==> config.mk <==
export PLATFORM = sky130hd
export DESIGN_NAME = elevator_body
export DESIGN_NICKNAME = d
export VERILOG_FILES = /design/src/rtl/elevator_pkg.sv /design/src/rtl/elevator_timer.sv /design/src/rtl/elevator_body.sv
export SDC_FILE = /design/constraint.sdc
export NUM_CORES = 1
export LEC_CHECK = 0
export ABC_AREA = 1
export CAP_MARGIN = 20
export CORE_MARGIN = 5
export CORE_UTILIZATION = 55
export DETAILED_ROUTE_END_ITERATION = 8
export GPL_TIMING_DRIVEN = 0
export PLACE_DENSITY_LB_ADDON = 0.3
export SLEW_MARGIN = 20
export SYNTH_ARGS = -nofsm -noshare
export SYNTH_HDL_FRONTEND = slang
export SYNTH_SLANG_ARGS = --single-unit
==> constraint.sdc <==
create_clock -name clk -period 3.07 [get_ports clk]
set_clock_uncertainty 0.1 [all_clocks]
set_input_delay 0.614 -clock clk [delete_from_list [all_inputs] [get_ports clk]]
set_output_delay 0.614 -clock clk [all_outputs]
set_load 0.05 [all_outputs]
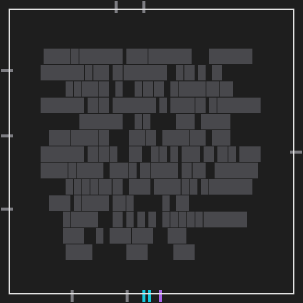
Fig. 1. Pin placement.
Drawn at 6 px/um. Pins as bars across the die edge, other pins in gray.
- cur_floor: cyan (pins 2; direction output; edge bottom)
- moving_down: purple (pins 1; direction output; edge bottom)
DIE HEIGHT: 47.2 um
number of buffer cells added on primary ports: 9

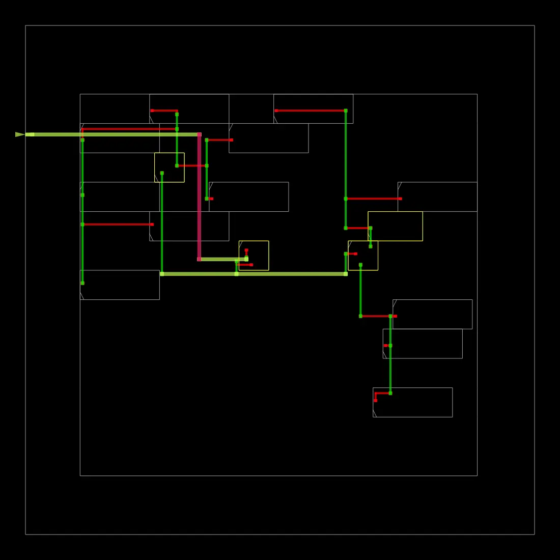
Fig. 2. The clock network.
later-pin clock latency in the skew report: 0.27 ns
number of sequential cells: 12
power in the clock group: 124 uW

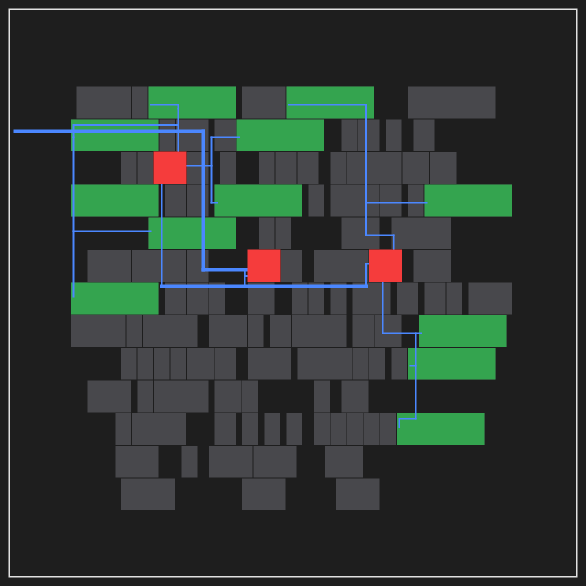
Fig. 3. Clock network drawn from the DEF.
Drawn at 12 px/um.
- clock wires: blue (length 156 um)
- flip-flops: green (count 12)
- cells driving clock nets: red (count 3)
- routed clock nets: 4
clock network fraction of design power: 0.157

==> impl_summary.log <==
[flow] final metrics
INFO  metric grt_antenna_before_repair = 0
INFO  metric nClkBuffers = 4
INFO  metric layout.nonclk_buf_frac = 0.105
INFO  metric via_count = 649
INFO  metric most_common_cell = nand2_1
INFO  metric critical_path.top_delay_family = buffers and inverters
INFO  metric run_status = complete, no violations
INFO  metric dp_slack = 0.791 ns
INFO  metric topCombFamilyByArea = simple AND/OR/NAND/NOR gates
INFO  metric mostFrequentLayoutCells = 16 x nand2_1, 14 x inv_1, 12 x dfxtp_1
INFO  metric synth_nets = 113
INFO  metric synth-area-yosys = 759 um2
INFO  metric hold_path_depth = 2
INFO  metric max-clock-path-buffers = 2
INFO  metric timing.hold.ws = 0.362 ns
INFO  metric pwr.group.sequential = 236 uW
INFO  metric num-nets-final = 127
INFO  metric syn_to_final_growth = 19.1%
INFO  metric grt_use_total = 0.152
INFO  metric cp_slowest_cell = clkdlybuf4s50_1
INFO  metric initial_core_util = 0.584
INFO  metric cp_data_required_time = 2.36 ns
INFO  metric rrSetupSlack = 1.73 ns
INFO  metric fin_setup_tns = 0 ns
INFO  metric use_met3 = 0.0575
INFO  metric grt-ovfl-total = 0
INFO  metric wl_met2 = 698 um
INFO  metric design_area = 905 um2
INFO  metric synth_cell_type_count = 23
INFO  metric leakage = 0.437 nW
INFO  metric first_iter_violations = 11
INFO  metric post_synth_and_or_nand_nor_area_fraction = 0.290
INFO  metric cts.sink_count = 12
INFO  metric final_layout_top_logic_cell = nand2_1
INFO  metric avgSynthCellArea = 7.75 um2
INFO  metric postCtsHoldBufs = 0
INFO  metric clk_share = 0.0401
INFO  metric count_of_flip_flops_with_a_built_in_enable_after_synthesis = 0
INFO  metric place_hpwl = 1150 um
INFO  metric vias_per_cell = 5.15
INFO  metric timing.critical_path.depth = 4
INFO  metric report.final.hold_viol_count = 0
INFO  metric cts_tree = done
INFO  metric sw_frac_of_total = 0.450
INFO  metric pin_count_of_the_biggest_net_entering_global_routing = 10
INFO  metric ys.warnings.count = 0
INFO  metric detail-route-antenna-nets = 0
INFO  metric wirelength = 1400 um
INFO  metric cts_inserted_buffers = 3
INFO  metric design_power_total = 790 uW
INFO  metric synthDominantCellAreaShare = 0.316
INFO  metric worst_setup_hold_path_clk_slew = 0.07 ns
INFO  metric ff2ff_path_depth = 8
INFO  metric root_buffer_cell = clkbuf_4
INFO  metric grt_use_met1 = 0.188
INFO  metric combinationalPower = 430 uW
INFO  metric floorplan.tapcells = 15
INFO  metric crit_type = flop to output pin
INFO  metric chipWidth = 47.2 um
INFO  metric synth.cells.most_frequent = 16 x nand2_1, 14 x inv_1, 12 x dfxtp_1
INFO  metric power_switching = 355 uW
INFO  metric synth-xor-area-share = 0.0346
INFO  metric comb-cell-share = 0.498
INFO  metric n_all_inverters = 17
No activity file was given, so power comes from the tool's default toggle rates.
